$ cat src/rtl/game_session_ctrl_pkg.sv
// Shared types and constants for the game session controller.
package game_session_ctrl_pkg;

   localparam int unsigned BTN_W     = 3;
   localparam int unsigned LEVEL_W   = 3;
   localparam int unsigned PERIOD_W  = 16;
   localparam int unsigned DATA_W    = 32;
   localparam int unsigned DISP_W    = 64;
   localparam int unsigned GS_W      = 2;

   localparam logic [LEVEL_W-1:0] LEVEL_MAX = LEVEL_W'(7);

   // Session FSM states
   typedef enum logic [1:0] {
      ST_IDLE = 2'd0,
      ST_ARM  = 2'd1,
      ST_PLAY = 2'd2,
      ST_OVER = 2'd3
   } state_e;

   // Externally visible gamestate encodings
   localparam logic [GS_W-1:0] GS_IDLE = 2'b00;
   localparam logic [GS_W-1:0] GS_PLAY = 2'b01;
   localparam logic [GS_W-1:0] GS_OVER = 2'b10;

   // Idle splash shown on the LED matrix
   localparam logic [DISP_W-1:0] SPLASH = 64'h0000_0018_1800_0000;

   // Score word reported by the game datapath
   typedef struct packed {
      logic [15:0] userid;
      logic [15:0] score;
   } game_data_t;

   // Tick period for a level: base - lvl*step, floored at floor_v, never underflows
   function automatic logic [PERIOD_W-1:0] tick_period(
      input logic [PERIOD_W-1:0] base,
      input logic [PERIOD_W-1:0] step,
      input logic [PERIOD_W-1:0] floor_v,
      input logic [LEVEL_W-1:0]  lvl
   );
      logic [PERIOD_W-1:0] red;
      red = PERIOD_W'(lvl) * step;
      if ((red < base) && ((base - red) > floor_v)) begin
         return base - red;
      end
      return floor_v;
   endfunction

endpackage

$ cat src/rtl/game_session_ctrl_if.sv
// Controller <-> game datapath bus. master = session controller, slave = datapath.
interface game_session_ctrl_if;

   logic                                           game_rst_n;
   logic                                           game_tick;
   logic [game_session_ctrl_pkg::BTN_W-1:0]        game_buttons;
   logic                                           game_eog;
   game_session_ctrl_pkg::game_data_t              game_data;
   logic [game_session_ctrl_pkg::DISP_W-1:0]       game_display;

   modport master (
      output game_rst_n, game_tick, game_buttons,
      input  game_eog, game_data, game_display
   );

   modport slave (
      input  game_rst_n, game_tick, game_buttons,
      output game_eog, game_data, game_display
   );

endinterface

$ cat src/rtl/game_session_ctrl_btn_edge_sync.sv
// btn_edge_sync: 2-flop synchroniser plus rising-edge detector per button bit.
// edge_c is combinational from flops; a raw edge shows up on edge_c after 2 clk.
module btn_edge_sync #(
   parameter int unsigned W = 3
) (
   input  logic         clk,
   input  logic         rst,
   input  logic [W-1:0] raw,
   output logic [W-1:0] edge_c
);

   logic [W-1:0] meta;
   logic [W-1:0] sync;
   logic [W-1:0] prev;

   // Synchroniser chain and previous-value flop for edge detection
   always_ff @(posedge clk or negedge rst) begin
      if (!rst) begin
         meta <= '0;
         sync <= '0;
         prev <= '0;
      end else begin
         meta <= raw;
         sync <= meta;
         prev <= sync;
      end
   end

   assign edge_c = sync & ~prev;

endmodule

$ cat src/rtl/game_session_ctrl.sv
// game_session_ctrl: session FSM (IDLE/ARM/PLAY/OVER), level-scaled game tick,
// button conditioning and optional high-score tracking.
// Optional feature: define SESSION_HISCORE_EN to enable high-score tracking.
// TICK_MIN must be at least 2 (the counter reloads period-1 and ticks on 1->0).
module game_session_ctrl
   import game_session_ctrl_pkg::*;
#(
   parameter int unsigned TICK_BASE = 50,
   parameter int unsigned TICK_STEP = 5,
   parameter int unsigned TICK_MIN  = 10
) (
   input  logic                clk,
   input  logic                rst,
   input  logic [BTN_W-1:0]    buttons,
   game_session_ctrl_if.master bus,
   output logic [GS_W-1:0]     gamestate,
   output logic [DISP_W-1:0]   disp_out,
   output logic [LEVEL_W-1:0]  level,
   output logic [DATA_W-1:0]   hiscore
);

   localparam logic [PERIOD_W-1:0] BASE_P = PERIOD_W'(TICK_BASE);
   localparam logic [PERIOD_W-1:0] STEP_P = PERIOD_W'(TICK_STEP);
   localparam logic [PERIOD_W-1:0] MIN_P  = PERIOD_W'(TICK_MIN);

   state_e              state;
   state_e              state_nxt;
   logic [GS_W-1:0]     gs_nxt;
   logic                rst_n_nxt;
   logic [DISP_W-1:0]   disp_nxt;
   logic [BTN_W-1:0]    btn_edge_c;
   logic                place_c;
   logic                start_c;
   logic                abort_c;
   logic                play_hold_c;
   logic [PERIOD_W-1:0] period_c;
   logic [PERIOD_W-1:0] cnt;

   btn_edge_sync #(.W(BTN_W)) u_btn_edge_sync (
      .clk    (clk),
      .rst    (rst),
      .raw    (buttons),
      .edge_c (btn_edge_c)
   );

   assign place_c     = btn_edge_c[0];
   assign start_c     = btn_edge_c[1];
   assign abort_c     = btn_edge_c[2];
   assign play_hold_c = (state == ST_PLAY) && (state_nxt == ST_PLAY);
   assign period_c    = tick_period(BASE_P, STEP_P, MIN_P, level);

   // Next state and the Moore outputs of the state being entered
   always_comb begin
      state_nxt = state;
      gs_nxt    = GS_IDLE;
      rst_n_nxt = 1'b0;
      disp_nxt  = SPLASH;
      case (state)
         ST_IDLE: if (start_c) state_nxt = ST_ARM;
         ST_ARM:  state_nxt = ST_PLAY;
         ST_PLAY: begin
            if (abort_c) begin
               state_nxt = ST_IDLE;
            end else if (bus.game_eog) begin
               state_nxt = ST_OVER;
            end
         end
         ST_OVER: if (start_c || abort_c) state_nxt = ST_IDLE;
         default: state_nxt = ST_IDLE;
      endcase
      case (state_nxt)
         ST_ARM, ST_PLAY: begin
            gs_nxt    = GS_PLAY;
            rst_n_nxt = 1'b1;
            disp_nxt  = bus.game_display;
         end
         ST_OVER: begin
            gs_nxt    = GS_OVER;
            rst_n_nxt = 1'b1;
            disp_nxt  = bus.game_display;
         end
         default: ;
      endcase
   end

   // State register and registered session outputs
   always_ff @(posedge clk or negedge rst) begin
      if (!rst) begin
         state          <= ST_IDLE;
         gamestate      <= GS_IDLE;
         bus.game_rst_n <= 1'b0;
         disp_out       <= SPLASH;
      end else begin
         state          <= state_nxt;
         gamestate      <= gs_nxt;
         bus.game_rst_n <= rst_n_nxt;
         disp_out       <= disp_nxt;
      end
   end

   // Tick counter: loaded in ARM, counts down in PLAY, reloads with the current period at 0
   always_ff @(posedge clk or negedge rst) begin
      if (!rst) begin
         cnt           <= '0;
         bus.game_tick <= 1'b0;
      end else begin
         bus.game_tick <= play_hold_c && (cnt == PERIOD_W'(1));
         if (state == ST_ARM) begin
            cnt <= period_c - PERIOD_W'(1);
         end else if (state == ST_PLAY) begin
            if (cnt == '0) begin
               cnt <= period_c - PERIOD_W'(1);
            end else begin
               cnt <= cnt - PERIOD_W'(1);
            end
         end else begin
            cnt <= '0;
         end
      end
   end

   // Speed level: cleared on arming, bumped by place pulses in PLAY, saturating
   always_ff @(posedge clk or negedge rst) begin
      if (!rst) begin
         level <= '0;
      end else if ((state == ST_IDLE) && (state_nxt == ST_ARM)) begin
         level <= '0;
      end else if ((state == ST_PLAY) && place_c && (level != LEVEL_MAX)) begin
         level <= level + LEVEL_W'(1);
      end
   end

   // Button pulses forwarded to the datapath only while play continues
   always_ff @(posedge clk or negedge rst) begin
      if (!rst) begin
         bus.game_buttons <= '0;
      end else begin
         bus.game_buttons <= play_hold_c ? btn_edge_c : '0;
      end
   end

`ifdef SESSION_HISCORE_EN
   // Capture a strictly better score on the PLAY->OVER transition
   always_ff @(posedge clk or negedge rst) begin
      if (!rst) begin
         hiscore <= '0;
      end else if ((state == ST_PLAY) && (state_nxt == ST_OVER) &&
                   (bus.game_data.score > hiscore[15:0])) begin
         hiscore <= bus.game_data;
      end
   end
`else
   logic unused_game_data;

   // No score tracking in this build
   assign hiscore          = '0;
   assign unused_game_data = ^bus.game_data;
`endif

endmodule

$ cat src/flat_wrapper.sv
// flat-port wrapper written by rule: the top's interface ports become plain ports
module game_session_ctrl_flat import game_session_ctrl_pkg::*;
#(
   parameter int unsigned TICK_BASE = 50,
   parameter int unsigned TICK_STEP = 5,
   parameter int unsigned TICK_MIN  = 10
)
  (clk, rst, buttons, gamestate, disp_out, level, hiscore, bus_game_rst_n, bus_game_tick, bus_game_buttons, bus_game_eog, bus_game_data, bus_game_display);
  game_session_ctrl_if bus_i ();
  input  logic clk;
  input  logic rst;
  input  logic [BTN_W-1:0] buttons;
  output logic [GS_W-1:0] gamestate;
  output logic [DISP_W-1:0] disp_out;
  output logic [LEVEL_W-1:0] level;
  output logic [DATA_W-1:0] hiscore;
  output wire logic [$bits(bus_i.game_rst_n)-1:0] bus_game_rst_n;
  output wire logic [$bits(bus_i.game_tick)-1:0] bus_game_tick;
  output wire logic [$bits(bus_i.game_buttons)-1:0] bus_game_buttons;
  input wire logic [$bits(bus_i.game_eog)-1:0] bus_game_eog;
  input wire logic [$bits(bus_i.game_data)-1:0] bus_game_data;
  input wire logic [$bits(bus_i.game_display)-1:0] bus_game_display;
  assign bus_game_rst_n = bus_i.game_rst_n;
  assign bus_game_tick = bus_i.game_tick;
  assign bus_game_buttons = bus_i.game_buttons;
  assign bus_i.game_eog = bus_game_eog;
  assign bus_i.game_data = bus_game_data;
  assign bus_i.game_display = bus_game_display;
  game_session_ctrl #(.TICK_BASE(TICK_BASE), .TICK_STEP(TICK_STEP), .TICK_MIN(TICK_MIN)) u_core (.clk(clk), .rst(rst), .buttons(buttons), .bus(bus_i), .gamestate(gamestate), .disp_out(disp_out), .level(level), .hiscore(hiscore));
endmodule
$ cat config.mk
export PLATFORM = sky130hd
export DESIGN_NAME = game_session_ctrl_flat
export DESIGN_NICKNAME = d
export VERILOG_FILES = /design/src/rtl/game_session_ctrl_pkg.sv /design/src/rtl/game_session_ctrl_if.sv /design/src/rtl/game_session_ctrl_btn_edge_sync.sv /design/src/rtl/game_session_ctrl.sv /design/src/flat_wrapper.sv
export SDC_FILE = /design/constraint.sdc
export NUM_CORES = 1
export LEC_CHECK = 0
export CORE_ASPECT_RATIO = 0.6
export CORE_MARGIN = 1.5
export CORE_UTILIZATION = 41
export CTS_CLUSTER_DIAMETER = 150
export DETAILED_ROUTE_END_ITERATION = 6
export GPL_TIMING_DRIVEN = 0
export PLACE_DENSITY = 0.8
export SYNTH_ARGS = -nofsm -noshare
export SYNTH_HDL_FRONTEND = slang
export SYNTH_HIERARCHICAL = 1
export SYNTH_SLANG_ARGS = --single-unit
$ cat constraint.sdc
create_clock -name clk -period 3.9 [get_ports clk]
set_clock_uncertainty 0.2 [all_clocks]
set_input_delay 0.78 -clock clk [delete_from_list [all_inputs] [get_ports clk]]
set_output_delay 0.78 -clock clk [all_outputs]
set_load 0.03 [all_outputs]
run_1/layer_met2.png
Drawn at 4 px/um.
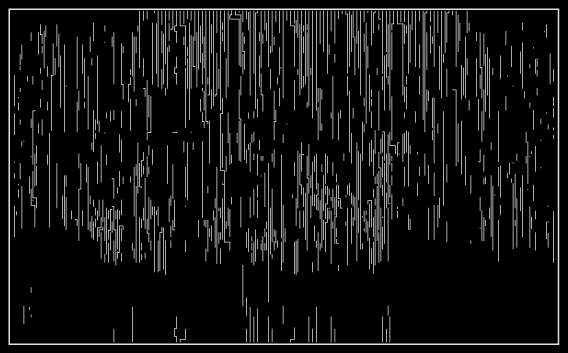
The layer carries 4730 um of wire. 531 nets have wire on it. The longest straight run is 34.7 um. The wires run mostly vertical. The layer holds 47% of the routed length.

run_1/sizes.png
Drawn at 4 px/um.
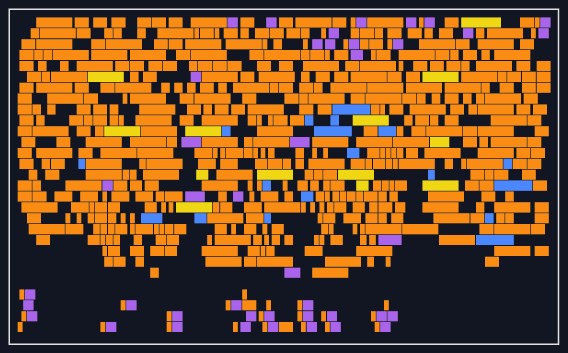
Key: yellow = _6 and larger [cells 13, share 2.3%, most used clkbuf_16]; purple = _3 and _4 cells [cells 42, share 7.4%, most used buf_4]; blue = _2 cells [cells 18, share 3.2%, most used or2_2]; orange = _0 and _1 cells [cells 496, share 87%, most used clkdlybuf4s50_1]

run_1/flops_by_reg.png
Drawn at 4 px/um.
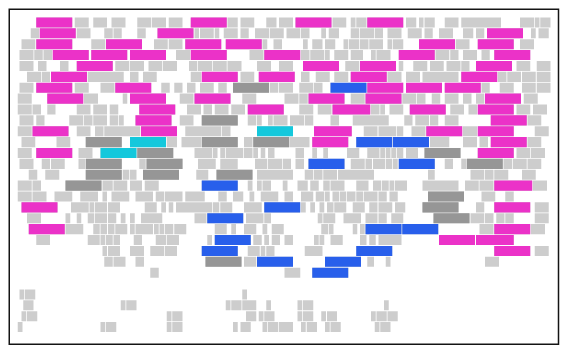
Key: cyan = u_core/u_btn_edge_sync/sync [placed flops 3]; blue = u_core/cnt [placed flops 16]; magenta = u_core/disp_out [placed flops 64]
Another 18 sequential cells are not colored.
Seq. cell area: 2530 sq um
power consumed by sequential cells: 0.00159 W
share of cell area taken by flip-flops and latches: 39.3%
post-route core utilization: 61.3%

==> out/qor.txt, run 1 <==
Longest Clk Path Bufs -> 2
Power spent charging and discharging nets -> 0.00218 W
Async S/R FF share, synth -> 100%
Number of cell instances after yosys synthesis -> 377
Number of sinks on the clock net -> 101
Met2 Routed Length -> 4730 um
Detailed-route wire length on metal 1 -> 4510 um
Path category of the worst min-delay check -> flop to flop
Required time of the critical path -> 3.92 ns
Slew margin rel. -> 60.5%
Antenna violations before repair -> 0
Vias -> 3206
Count of endpoints failing setup in the final report -> 0
Global routing usage summed across all routing layers -> 18.1%
Critical Path Most Common Cell -> ha_1
Area reported by Yosys stat -> 4410 sq um
IO Pins -> 208
Synthesis-to-finish area growth -> 46.1%
Most common flop cell mapped by yosys -> dfrtp_1
Met1 track utilization from global routing -> 24.5%
Top cells by instance count after synthesis -> dfrtp_1 (97), nor2b_1 (63), buf_4 (33), ha_1 (17), nand2_1 (15)
Run status -> finished clean
Effective utilization at floorplan -> 41.9%
Clock tree from TritonCTS -> yes
Fraction of power consumed by the clock network -> 16.3%
Worst hold path endpoint -> u_core/u_btn_edge_sync/sync[1]$_DFF_PN0_
Synth cell types -> 48
Min-Delay Path Depth -> 0
Final net count -> 683
Reg2reg end -> u_core/cnt[4]$_DFF_PN0_
Layout Cell Area excl Fill -> 6450 sq um
RSZ-0062 raised after global routing -> false
Met3 Track Usage GR -> 4.40%
Largest register by flop count -> u_core/disp_out
Max-area cell share -> 55.0%
Setup TNS -> 0 ns
Smallest hold slack -> 0.153 ns
Wire length of the first global-routing pass -> 15900 um
Synth mux share -> 1.13%
Critical Path AT -> 3.66 ns
Wire length after detailed routing -> 10100 um
Yosys Warn Count -> 6
Delay contributed by the slowest stage of the critical path -> 0.43 ns
Worst Path Max Fanout -> 10
Max Slew Vio Count -> 0
Number of hold buffers added after cts -> 0
Comb group -> 0.00269 W
Worst Setup EP -> u_core/cnt[4]$_DFF_PN0_
Highest clock rate -> 0.275 GHz
Resized Gates After CTS -> 0
Reported clock group power -> 0.000836 W
CTS buffer count -> 9
Post-Layout Cell Count -> 708
Max capacitance violation total -> 0
Buffering stage count on the worst path with inverters included -> 1
Share of power burned in registers -> 31.1%
# diodes -> 0
Layout cell share with drive strength beyond 1 -> 12.8%
Number of port buffers -> 143
First-pass detailed-route iteration total -> 4
Via density per instance -> 4.53
Pin count of the biggest net entering global routing -> 62
Switching power as a share of total power -> 42.6%
Register clock-pin slew on the reported worst setup and hold paths -> 0.07 ns
Global-route congestion overflow total -> 0
Clock insertion delay at the later pin of the skew report -> 0.34 ns
Max reg flops -> 64
Die outline area -> 11400 sq um
## run 1: worst register-to-register path, stage by stage, from the launching register on
cell and delay [ns]:
dfrtp_1 0.43, ha_1 0.21, ha_1 0.18, ha_1 0.27, clkbuf_1 0.37, nand3_1 0.16
xnor2_1 0.15, a31oi_1 0.40, and2_1 0.20, ha_1 0.23, nor2_1 0.06, a31oi_1 0.16
o31ai_1 0.09, xor2_1 0.16, a31o_2 0.26
## run 1: layout make-up
cell class                      count  area [sq um]
Fill cell                         847          4080
Timing Repair Buffer              144          1460
Clock inverter                      6          46.3
Tap cell                          139           174
Sequential cell                   101          2530
Buffer                             47           303
Inverter                           10          37.5
Clock buffer                       10           239
Multi-Input combinational cell    251          1660
==> inputs of run 2 (changes only) <==
Settings changed: CTS_CLUSTER_SIZE set to 14, PLACE_DENSITY 0.8 to 0.89.
run_2/flops_by_reg.png
Drawn at 4 px/um.
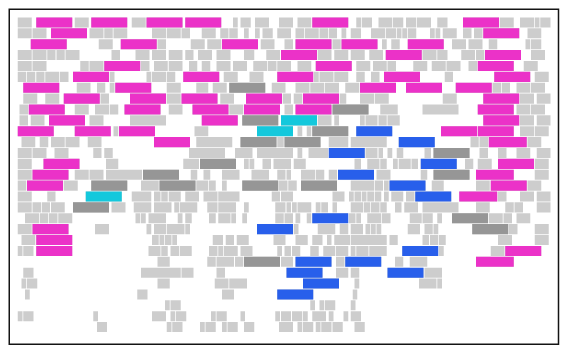
Key: cyan = u_core/u_btn_edge_sync/sync [placed flops 3]; magenta = u_core/disp_out [placed flops 64]; blue = u_core/cnt [placed flops 16]
Another 18 sequential cells are not colored.

run_2/detail.png
Window x 56 to 81, y 29 to 54 um. Cells in gray, sequential cells in the stronger gray; small squares are vias.
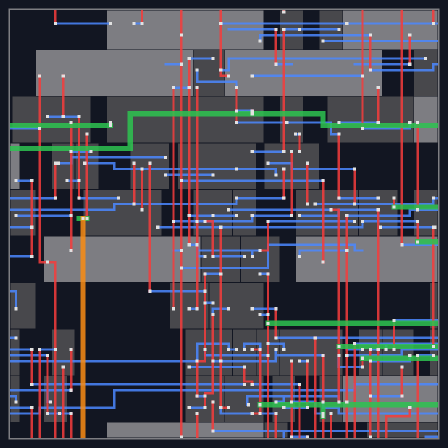
Key: orange = metal 4; red = metal 2; green = metal 3; blue = metal 1
Most frequent: dfrtp_1 (7), nand2_1 (5), inv_1 (4). 41 logic cells have their middle in the window. Netlist names of flops here include u_core/state (2), u_core/u_btn_edge_sync/prev (2). Sequential cells in the window: 7.

run_2/layer_met2.png
Drawn at 4 px/um.
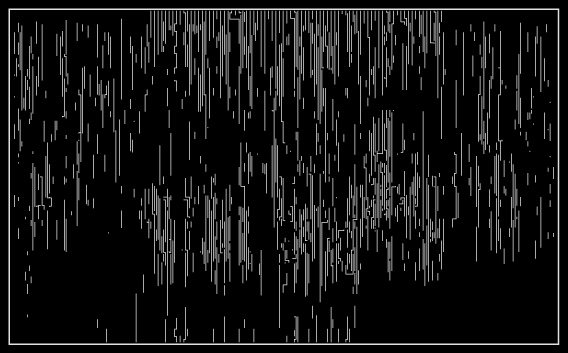
The wires run mostly vertical. The layer holds 48% of the routed length. The layer carries 4870 um of wire.
Vias: 3293
wire length after detailed routing: 10200 um
met2 Use GR: 30.3%

==> out/qor.txt, run 2 <==
Min Tclk post-route -> 3.56 ns
Critical Path Most Common Cell -> ha_1
Remaining routing DRC violations -> 0
Cell-by-cell trace of the critical path -> ha_1, ha_1, ha_1, clkbuf_1, nand3_1, xnor2_1, a31oi_2, nand2_1, ha_1, nor2_1, a31oi_1, o31ai_1, xor2_1, a31o_2
Register clock-pin slew on the reported worst setup and hold paths -> 0.07 ns
Top routing layer in use -> met4
P per Cell Area -> 798 nW/um^2
Final net count -> 683
Comb group -> 0.00272 W
Power share of the combinational group -> 52.8%
Sort of element at the end of the critical path -> flop
Final clock period utilization by the worst path -> 91.2%
Global routing usage summed across all routing layers -> 18.6%
Worst Setup EP -> u_core/cnt[4]$_DFF_PN0_
Buffering stage count on the worst path with inverters included -> 1
Actual transition at the worst max-transition pin -> 0.521 ns
Main power group -> combinational cells
Cell type with the largest total area after synthesis -> dfrtp_1
Run status -> finished clean
Resized Gates After CTS -> 0
Delay contributed by the slowest stage of the critical path -> 0.43 ns
Number of hold buffers added after cts -> 0
Required time of the critical path -> 3.93 ns
Number of cell instances after yosys synthesis -> 377
Max capacitance violation total -> 0
Placement Cell Area -> 6160 sq um
Slew margin rel. -> 64.8%
R2R setup slack -> 0.34 ns
Smallest hold slack -> 0.148 ns
Die outline area -> 11400 sq um
Setup TNS -> 0 ns
Flip-flop and latch count after synthesis -> 101
Met3 Track Usage GR -> 6.17%
Internal Power -> 0.00293 W
Fraction of power consumed by the clock network -> 16.0%
Count of endpoints failing setup in the final report -> 0
IO Pins -> 208
Worst-case vdd ir drop -> 0.379 mV
Share of power burned in registers -> 31.2%
Type of the worst setup path -> flop to flop
Most common flop cell mapped by yosys -> dfrtp_1
Detailed-route wire length on metal 1 -> 4310 um
Longest Clk Path Bufs -> 2
Synthesis-to-finish area growth -> 46.1%
Power consumed by sequential cells -> 0.00160 W
Reg2reg path depth -> 14
Routed wire per std cell -> 14.5 um
Reported clock group power -> 0.000822 W
Largest register by flop count -> u_core/disp_out
Post-Layout Cell Count -> 708
Overall die height -> 83.4 um
CTS buffer count -> 9
Number of core rows -> 29
Met1 track utilization from global routing -> 23.8%
Highest clock rate -> 0.281 GHz
Yosys Warn Count -> 6
Die Span X -> 137 um
Number of standard cells after synthesis -> 377
Number of global-route vias before repair -> 3387
Metal3 WL -> 983 um
Antenna violations before repair -> 0
Final number of hold-violating endpoints -> 0
Wire length of the first global-routing pass -> 16500 um
Global-route congestion overflow total -> 0
Min-Delay Path Depth -> 0
Switching power as a share of total power -> 43.0%
Count of flip-flops with a built-in enable after synthesis -> 0
Synth cell types -> 48
Drt first-iter violations -> 190
Power spent charging and discharging nets -> 0.00221 W
Top cells by instance count after synthesis -> dfrtp_1 (97), nor2b_1 (63), buf_4 (33), ha_1 (17), nand2_1 (15)
Area reported by Yosys stat -> 4410 sq um
Worst hold path endpoint -> u_core/u_btn_edge_sync/sync[2]$_DFF_PN0_
Fraction of the yosys area taken by sequential cells -> 57.4%
Number of nets with antenna violations after detailed routing -> 0
Average cell area after synthesis -> 11.7 sq um
First-pass detailed-route iteration total -> 4
Number of H-tree levels -> 3
Levels on crit path -> 14
Post-synthesis instance area -> 4410 sq um
Layer with the highest usage after global routing -> met2
Leakage power summed over all cells -> 2.93 nW
Core footprint -> 10500 sq um
Worst Path Max Fanout -> 10
Detailed Place HPWL -> 7860 um
Dominant cells by area after synthesis -> dfrtp_1 (55%), nor2b_1 (8.9%), buf_4 (5.6%)
Path category of the worst min-delay check -> flop to flop
Pin count of the biggest net entering global routing -> 64
Max reg flops -> 64
Synth top cell by count -> dfrtp_1
Met2 Routed Length -> 4870 um
Slowest cell on the critical path -> dfrtp_1
Worst flop-to-flop path startpoint -> u_core/level[2]$_DFFE_PN0P_
Critical Path AT -> 3.58 ns
Max Slew Vio Count -> 0
Count of placed standard cells including taps -> 692
Clock insertion delay at the later pin of the skew report -> 0.33 ns
Top library cells by usage in the layout, fill and taps aside -> clkdlybuf4s50_1 (142), dfrtp_1 (97), nor2b_1 (63), buf_4 (34), conb_1 (34)
# diodes -> 0
Layout Cell Area excl Fill -> 6440 sq um
Reg2reg end -> u_core/cnt[4]$_DFF_PN0_
Number of sinks on the clock net -> 101
Final total power -> 0.00514 W
Number of port buffers -> 143
Effective utilization at floorplan -> 41.9%
Family with the most delay on the worst path -> adder cells
Critical Path Start Type -> flop
Worst hold path startpoint -> u_core/u_btn_edge_sync/meta[2]$_DFF_PN0_
RSZ-0062 raised after global routing -> false
Weighted congestion at the end of routability-driven global placement -> 0.846
Crit path launch -> u_core/level[2]$_DFFE_PN0P_
Max-area cell share -> 55.0%
Via density per instance -> 4.65
Layout cell share with drive strength beyond 1 -> 12.8%
# Post-CTS Setup Buffers -> 0
Clock tree from TritonCTS -> yes
Async S/R FF share, synth -> 100%
Number of warning messages in the logs -> 65
Top Registers -> u_core/disp_out (64), u_core/cnt (16)
Clock root cell -> clkbuf_16
Leading cell type in the layout, fill and taps excluded -> clkdlybuf4s50_1
[run 2: layout make-up]
type	instances	area, sq um
Inverter	10	37.5
Timing Repair Buffer	144	1460
Sequential cell	101	2530
Clock inverter	6	47.5
Multi-Input combinational cell	251	1670
Buffer	47	303
Tap cell	139	174
Fill cell	845	4080
Clock buffer	10	229
[run 2: logic make-up after synthesis]
kind of cell               after synthesis  synth area share (%)
AOI/OAI and AO/OA                       37                  5.59
and+or+nand+nor                        138                  19.2
DFF                                    101                  57.4
muxes                                    5                  1.13
other                                    2                 0.170
adders and majority gates               17                  4.82
buffers and inverters                   57                  7.71
xor gates and xnor gates                20                  3.97
[run 2: metrics by stage]
step	worst slack, ns	utilization [%]
floorplan	0.509	-
global placement	-1.71	58.3
detailed placement	0.256	58.6
CTS	0.249	61.2
global route	0.103	61.2
finish	0.344	61.2
==> inputs of run 3 (changes only) <==
==> constraint.sdc (replaced) <==
create_clock -name clk -period 3.5 [get_ports clk]
set_clock_uncertainty 0.2 [all_clocks]
set_input_delay 0.525 -clock clk [delete_from_list [all_inputs] [get_ports clk]]
set_output_delay 0.525 -clock clk [all_outputs]
set_load 0.03 [all_outputs]
run_3/sizes.png
Drawn at 4 px/um.
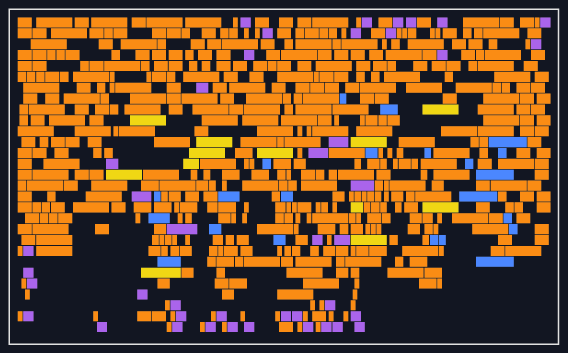
non-clock buffer instance count of the final layout: 190
post-layout worst setup margin: 0.176 ns
synthesis-to-finish area growth: 46.7%
Layout Cell Area excl Fill: 6470 sq um

run_3/layer_met2.png
Drawn at 4 px/um.
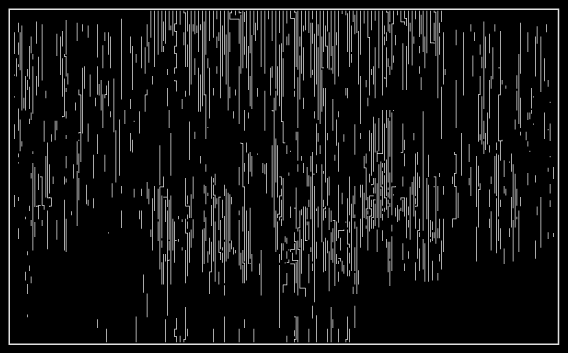
wire length after detailed routing: 10200 um
Vias: 3291

run_3/detail.png
Window x 56 to 81, y 29 to 54 um. Cells in gray, sequential cells in the stronger gray; small squares are vias.
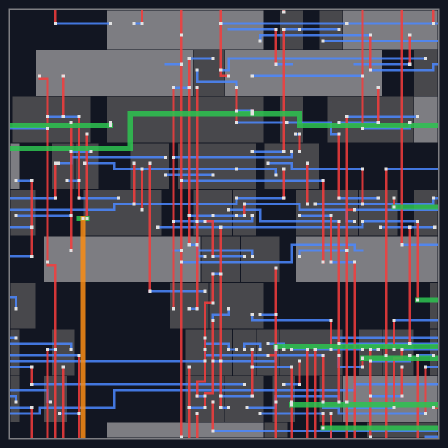
Key: green = metal 3; blue = metal 1; orange = metal 4; red = metal 2
41 logic cells have their middle in the window. Netlist names of flops here include u_core/state (2), u_core/u_btn_edge_sync/prev (2). Sequential cells in the window: 7. Most frequent: dfrtp_1 (7), nand2_1 (5), inv_1 (4).

==> out/qor.txt, run 3 <==
Worst slack at placement -> -0.144 ns
Type of the worst setup path -> flop to flop
Worst hold path endpoint -> u_core/u_btn_edge_sync/sync[2]$_DFF_PN0_
Reg2reg path depth -> 12
Highest clock rate -> 0.301 GHz
Family with the most delay on the worst path -> AND-OR/OR-AND gates
Effective utilization at floorplan -> 41.9%
Synth cell types -> 48
Final number of hold-violating endpoints -> 0
Post-route core utilization -> 61.5%
Number of port buffers -> 143
Required time of the critical path -> 3.53 ns
Top routing layer in use -> met4
Average cell area after synthesis -> 11.7 sq um
Run status -> finished clean
Leakage power summed over all cells -> 2.94 nW
Leading cell type in the layout, fill and taps excluded -> clkdlybuf4s50_1
Routed wire per std cell -> 14.5 um
Wire length of the first global-routing pass -> 16500 um
Min Tclk post-route -> 3.32 ns
Met1 track utilization from global routing -> 23.8%
Slowest cell on the critical path -> dfrtp_1
Clock root cell -> clkbuf_16
Most common flop cell mapped by yosys -> dfrtp_1
Actual transition at the worst max-transition pin -> 0.538 ns
Cell type with the largest total area after synthesis -> dfrtp_1
Area fraction in full adders, half adders and majority gates -> 4.82%
Number of warning messages in the logs -> 65
Share of power burned in registers -> 31.0%
Min-Delay Path Depth -> 0
Tally of filler cells in the layout -> 839
Area reported by Yosys stat -> 4410 sq um
Number of standard cells after synthesis -> 377
Main kind of combinational logic by area -> simple AND/OR/NAND/NOR gates
# diodes -> 0
Final total power -> 0.00577 W
Fraction of the yosys area taken by sequential cells -> 57.4%
Detailed-route wire length on metal 1 -> 4380 um
Weighted congestion at the end of routability-driven global placement -> 0.846
CTS buffer count -> 9
Remaining routing DRC violations -> 0
Layout cell share with drive strength beyond 1 -> 13.4%
Dominant cells by area after synthesis -> dfrtp_1 (55%), nor2b_1 (8.9%), buf_4 (5.6%)
Met3 Track Usage GR -> 6.17%
Post-synthesis share of cell area spent on and-or and or-and gates -> 5.59%
Clock insertion delay at the later pin of the skew report -> 0.33 ns
Power share of the combinational group -> 53.1%
Final clock period utilization by the worst path -> 95.0%
Count of endpoints failing setup in the final report -> 0
Layer with the highest usage after global routing -> met2
Delay contributed by the slowest stage of the critical path -> 0.57 ns
Synth mux share -> 1.13%
Overall die height -> 83.4 um
Number of core rows -> 29
Path category of the worst min-delay check -> flop to flop
Drt first-iter violations -> 175
Antenna violations before repair -> 0
Number of nets with antenna violations after detailed routing -> 0
Longest Clk Path Bufs -> 2
Setup TNS -> 0 ns
Max capacitance violation total -> 0
Global-route congestion overflow total -> 0
Worst-case vdd ir drop -> 0.423 mV
Number of cell instances after yosys synthesis -> 377
Worst flop-to-flop path startpoint -> u_core/level[1]$_DFFE_PN0P_
Yosys Warn Count -> 6
Reg2reg end -> u_core/cnt[4]$_DFF_PN0_
Count of flip-flops with a built-in enable after synthesis -> 0
Die Span X -> 137 um
Metal3 WL -> 904 um
Async S/R FF share, synth -> 100%
Worst Path Max Fanout -> 10
Final net count -> 682
Critical Path AT -> 3.35 ns
IO Pins -> 208
Main power group -> combinational cells
Cell-by-cell trace of the critical path -> ha_1, clkbuf_1, xor2_1, o21ai_0, a31oi_4, and2_1, ha_1, nor2_1, a31oi_1, o31ai_1, xor2_1, a31o_2
# Post-CTS Setup Buffers -> 0
Clock tree from TritonCTS -> yes
Slew margin rel. -> 64.1%
Smallest hold slack -> 0.148 ns
Buffering stage count on the worst path with inverters included -> 1
Number of global-route vias before repair -> 3387
P per Cell Area -> 891 nW/um^2
Number of sinks on the clock net -> 101
Count of placed standard cells including taps -> 692
Flip-flop and latch count after synthesis -> 101
Met2 Use GR -> 30.3%
Max reg flops -> 64
RSZ-0062 raised after global routing -> false
Max Slew Vio Count -> 0
Global routing usage summed across all routing layers -> 18.6%
Crit path launch -> u_core/level[1]$_DFFE_PN0P_
Synth top cell by count -> dfrtp_1
Largest register by flop count -> u_core/disp_out
Top Registers -> u_core/disp_out (64), u_core/cnt (16)
Die outline area -> 11400 sq um
Fraction of power consumed by the clock network -> 15.9%
Core footprint -> 10500 sq um
-- run 3: layout make-up --
| class | count | area, sq um | area share (%) |
|---|---|---|---|
| multi-input combinational | 251 | 1690 | 26.1 |
| clock buffer | 10 | 229 | 3.54 |
| timing repair buffer | 145 | 1470 | 22.7 |
| buffer | 45 | 295 | 4.56 |
| sequential | 101 | 2530 | 39.1 |
| tap | 139 | 174 | 2.69 |
| inverter | 10 | 37.5 | 0.580 |
| clock inverter | 6 | 47.5 | 0.735 |
-- run 3: timing repair --
action,in CTS,in global routing
gates resized,1,4
hold buffers,1,0
pin swaps,0,0
hold endpoints to repair,34,0
setup endpoints to repair,1,1
No activity file was given, so power comes from the tool's default toggle rates.
